## src/rtl/psum_buffer_fifo_pkg.sv

```systemverilog
// Shared partial-sum buffer constants used by the PE chain and its psum FIFOs.
package psum_buffer_fifo_pkg;

   localparam int PSUM_DATA_WIDTH     = 16;
   localparam int PSUM_BUF_DEPTH      = 16;
   localparam int PSUM_BUF_ADDR_WIDTH = 4;

endpackage

```

## src/rtl/psum_buffer_fifo_mem.sv

```systemverilog
// Register array for the psum FIFO: one synchronous write port, one asynchronous
// read port, and a synchronous active-low reset that clears every entry.
module psum_fifo_mem
   import psum_buffer_fifo_pkg::*;
#(
   parameter int DATA_WIDTH = PSUM_DATA_WIDTH,
   parameter int DEPTH      = PSUM_BUF_DEPTH,
   parameter int ADDR_WIDTH = PSUM_BUF_ADDR_WIDTH
) (
   input  logic                  clk,
   input  logic                  rst,
   input  logic                  we,
   input  logic [ADDR_WIDTH-1:0] waddr,
   input  logic [DATA_WIDTH-1:0] wdata,
   input  logic [ADDR_WIDTH-1:0] raddr,
   output logic [DATA_WIDTH-1:0] rdata
);

   logic [DATA_WIDTH-1:0] mem_q [DEPTH];
   logic [DATA_WIDTH-1:0] mem_d [DEPTH];

   always_comb begin
      mem_d = mem_q;
      if (we) begin
         mem_d[waddr] = wdata;
      end
   end

   always_ff @(posedge clk) begin
      if (!rst) begin
         mem_q <= '{default: '0};
      end else begin
         mem_q <= mem_d;
      end
   end

   assign rdata = mem_q[raddr];

endmodule

```

## src/rtl/psum_buffer_fifo.sv

```systemverilog
// First-word-fall-through partial-sum FIFO between two PEs.
// Define PSUM_FIFO_ERR_EN to add sticky overflow/underflow outputs.
module psum_buffer_fifo
   import psum_buffer_fifo_pkg::*;
#(
   parameter int DATA_WIDTH = PSUM_DATA_WIDTH,
   parameter int DEPTH      = PSUM_BUF_DEPTH,
   parameter int ADDR_WIDTH = PSUM_BUF_ADDR_WIDTH,
   parameter int AF_LEVEL   = DEPTH - 2
) (
   input  logic                  clk,
   input  logic                  rst,
   input  logic                  clr,
   input  logic                  wen,
   input  logic [DATA_WIDTH-1:0] din,
   output logic                  ready,
   output logic                  almost_full,
   input  logic                  ren,
   output logic [DATA_WIDTH-1:0] dout,
   output logic                  valid,
   output logic [ADDR_WIDTH:0]   count
`ifdef PSUM_FIFO_ERR_EN
   ,
   output logic                  overflow,
   output logic                  underflow
`endif
);

   localparam logic [ADDR_WIDTH:0]   FULL_CNT = (ADDR_WIDTH + 1)'(DEPTH);
   localparam logic [ADDR_WIDTH:0]   AF_CNT   = (ADDR_WIDTH + 1)'(AF_LEVEL);
   localparam logic [ADDR_WIDTH-1:0] LAST_PTR = ADDR_WIDTH'(DEPTH - 1);

   logic [ADDR_WIDTH-1:0] wptr_q, wptr_d;
   logic [ADDR_WIDTH-1:0] rptr_q, rptr_d;
   logic [ADDR_WIDTH:0]   count_q, count_d;
   logic                  wr_acc, rd_acc;
   logic [DATA_WIDTH-1:0] head;

   // Status comes only from the registered count, so no request loops back combinationally.
   assign ready       = (count_q != FULL_CNT);
   assign valid       = (count_q != '0);
   assign almost_full = (count_q >= AF_CNT);
   assign count       = count_q;
   assign dout        = valid ? head : '0;

   assign wr_acc = wen && ready && !clr;
   assign rd_acc = ren && valid && !clr;

   always_comb begin
      wptr_d  = wptr_q;
      rptr_d  = rptr_q;
      count_d = count_q;
      if (clr) begin
         wptr_d  = '0;
         rptr_d  = '0;
         count_d = '0;
      end else begin
         if (wr_acc) begin
            wptr_d = (wptr_q == LAST_PTR) ? '0 : wptr_q + 1'b1;
         end
         if (rd_acc) begin
            rptr_d = (rptr_q == LAST_PTR) ? '0 : rptr_q + 1'b1;
         end
         case ({wr_acc, rd_acc})
            2'b10:   count_d = count_q + 1'b1;
            2'b01:   count_d = count_q - 1'b1;
            default: count_d = count_q;
         endcase
      end
   end

   always_ff @(posedge clk) begin
      if (!rst) begin
         wptr_q  <= '0;
         rptr_q  <= '0;
         count_q <= '0;
      end else begin
         wptr_q  <= wptr_d;
         rptr_q  <= rptr_d;
         count_q <= count_d;
      end
   end

   psum_fifo_mem #(
      .DATA_WIDTH(DATA_WIDTH),
      .DEPTH     (DEPTH),
      .ADDR_WIDTH(ADDR_WIDTH)
   ) u_mem (
      .clk  (clk),
      .rst  (rst),
      .we   (wr_acc),
      .waddr(wptr_q),
      .wdata(din),
      .raddr(rptr_q),
      .rdata(head)
   );

`ifdef PSUM_FIFO_ERR_EN
   logic overflow_q, overflow_d;
   logic underflow_q, underflow_d;

   // Flags record any dropped request and stay set until reset or a flush.
   always_comb begin
      overflow_d  = overflow_q | (wen & ~ready);
      underflow_d = underflow_q | (ren & ~valid);
      if (clr) begin
         overflow_d  = 1'b0;
         underflow_d = 1'b0;
      end
   end

   always_ff @(posedge clk) begin
      if (!rst) begin
         overflow_q  <= 1'b0;
         underflow_q <= 1'b0;
      end else begin
         overflow_q  <= overflow_d;
         underflow_q <= underflow_d;
      end
   end

   assign overflow  = overflow_q;
   assign underflow = underflow_q;
`else
   // Dropped writes and empty pops simply leave the state unchanged.
`endif

endmodule

```

## config.mk

```make
export PLATFORM = sky130hd
export DESIGN_NAME = psum_buffer_fifo
export DESIGN_NICKNAME = d
export VERILOG_FILES = /design/src/rtl/psum_buffer_fifo_pkg.sv /design/src/rtl/psum_buffer_fifo_mem.sv /design/src/rtl/psum_buffer_fifo.sv
export SDC_FILE = /design/constraint.sdc
export NUM_CORES = 1
export LEC_CHECK = 0
export ABC_AREA = 1
export CORE_MARGIN = 5
export CORE_UTILIZATION = 50
export DETAILED_ROUTE_END_ITERATION = 7
export GPL_TIMING_DRIVEN = 0
export HOLD_SLACK_MARGIN = 0.03
export PLACE_DENSITY = 0.77
export SYNTH_ARGS = -nofsm -noshare
export SYNTH_HDL_FRONTEND = slang
export SYNTH_SLANG_ARGS = --single-unit
```

## constraint.sdc

```tcl
create_clock -name clk -period 4.8 [get_ports clk]
set_input_delay 0.48 -clock clk [delete_from_list [all_inputs] [get_ports clk]]
set_output_delay 0.48 -clock clk [all_outputs]
set_load 0.05 [all_outputs]
```

Clock wiring as the flow saved it:
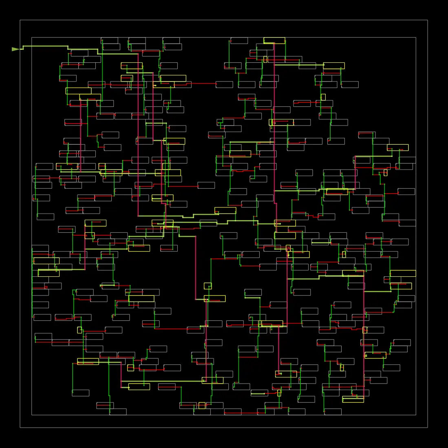
Late-Pin Clk Latency: 0.56 ns
Post-Route Skew: 0.00981 ns

Met2 routing:
(3 px per um)
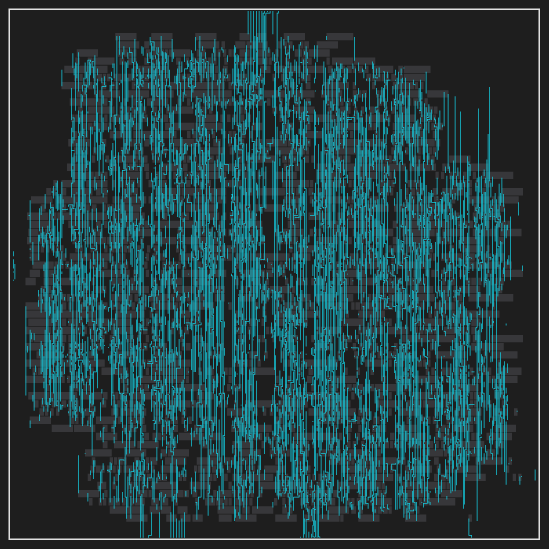
main direction: vertical
longest straight run: 83.6 um
met2 Use GR: 0.479
Vias: 14500
Routed WL: 47600 um

Placed cells, one color a class:
(2 px per um) Fill, decap, tap and diode cells in gray.
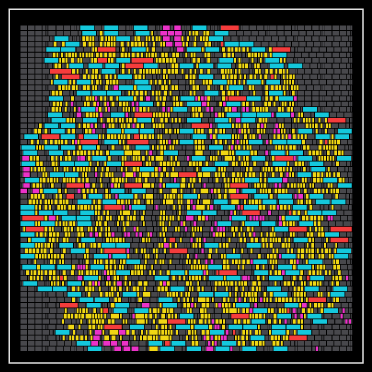
[red] clock drivers and dummy loads | cells: 55
[yellow] remaining logic cells | cells: 1728
[cyan] registers | cells: 269
[magenta] remaining buffers and delay cells | cells: 200
Design Area, Final: 0.0156 mm^2
Final Util: 0.576
CORE AREA: 0.0271 mm^2
row count: 60
Seq/total area: 0.345

==> out/metrics.yaml <==
cts.htree.levels: 1
ys_cells: 2169
crit_end: "dout[2]"
die_w_um: 176
cts_setup_buffers: 0
final-nonclk-buf-share: 0.0675
async_flop_share: 0
drc: 0
grt_pass1_vias: 13200
status: "finished clean"
lay_top_cells: "nand2_1, nand3_1, a21oi_1"
antenna_cells: 1
seq_cell_count: 269
cts_buffers: 30
synth.avg_cell_area_um2: 6.37
critical_path_arrival_ns: 3.49
antenna_found_initial: 0
tool_warnings: 30
layout.cells.most_common: "nand2_1"
grt-ovfl-total: 0
nNonClkBuffers: 200
finalCritPeriodShare: 0.827
cts_max_path_buffers: 3
setup_ws_ns: 0.831
period_minus_slack_ns: 3.97
clk_share: 0.0683
netlist_instances: 2169
setup-tns-final_ns: 0
sh_comb_area: 0.427
rr_worst_depth: 17
wl_per_cell_um: 18.1
die-area_mm2: 0.0310
power_mw: 5.23
clkTransAtPathRegs_ns: 0.07
max_slew_margin: 0.231
pwr-share-clk: 0.479
nClkBuffers: 39
synth_nets: 2198
hp-start: "din[15]"
## state kept, by name, indices dropped and copies added, names as in the netlist
signal,flops
count,5
rptr_q,4
u_mem.mem_q,256
wptr_q,4
## power by group through the flow
stage	combinational, mW	clock, mW	sequential, mW
2_1_floorplan	0.279	0	2.31
3_3_place_gp	0.451	0	2.30
3_5_place_dp	0.454	0	2.30
4_1_cts	0.456	2.52	2.25
5_1_grt	0.494	2.63	2.25
6_report	0.468	2.50	2.25
## kinds of logic after synthesis
logic type	Yosys count	synth area share
adders and majority gates	8	0.00725
xor gates and xnor gates	3	0.00190
buffers and inverters	431	0.127
AOI/OAI and AO/OA	293	0.107
and+or+nand+nor	1165	0.368
DFF	269	0.390
## synthesized netlist by cell type (all sizes together) (2+ instances only)
cell	instances	area (um^2)
clkinv	3	11.3
nand2	646	2530
nor2	122	551
a21oi	283	1420
nand4	3	25.0
inv	256	961
ha	8	100
o21ai	7	35.0
clkbuf	100	375
nand3	393	1970
xor2	2	17.5
dfxtp	269	5390
buf	72	399
## worst max-delay path, cell delays in order (launching register included)
cell and delay (ns):
dfxtp_1 0.33, buf_2 0.23, inv_2 0.17, clkbuf_1 0.35, nand2_1 0.15, nand3_1 0.14
nand2_1 0.14, nand2_1 0.06, nand2_1 0.07, inv_1 0.06, a21oi_1 0.31, clkdlybuf4s50_1 0.89
## stage by stage
step,hold WS (ns),area [um^2]
final,0.303,15600
after global routing,0.333,15600
after CTS,0.294,15600
after detailed placement,0.451,14600
after global placement,0.447,14600
after floorplan,0.439,13800
## per-layer routing
layer  part of all wire  vias to the layer above  GRT usage
li1                   -                     6978          -
met1               0.42                     6708      0.408
met2               0.45                      681      0.479
met3              0.095                      114     0.0426
met4              0.037                        0      0.103
met5                  0                        -          0
Power figures rest on the tool's default switching activity, not on a simulated workload.
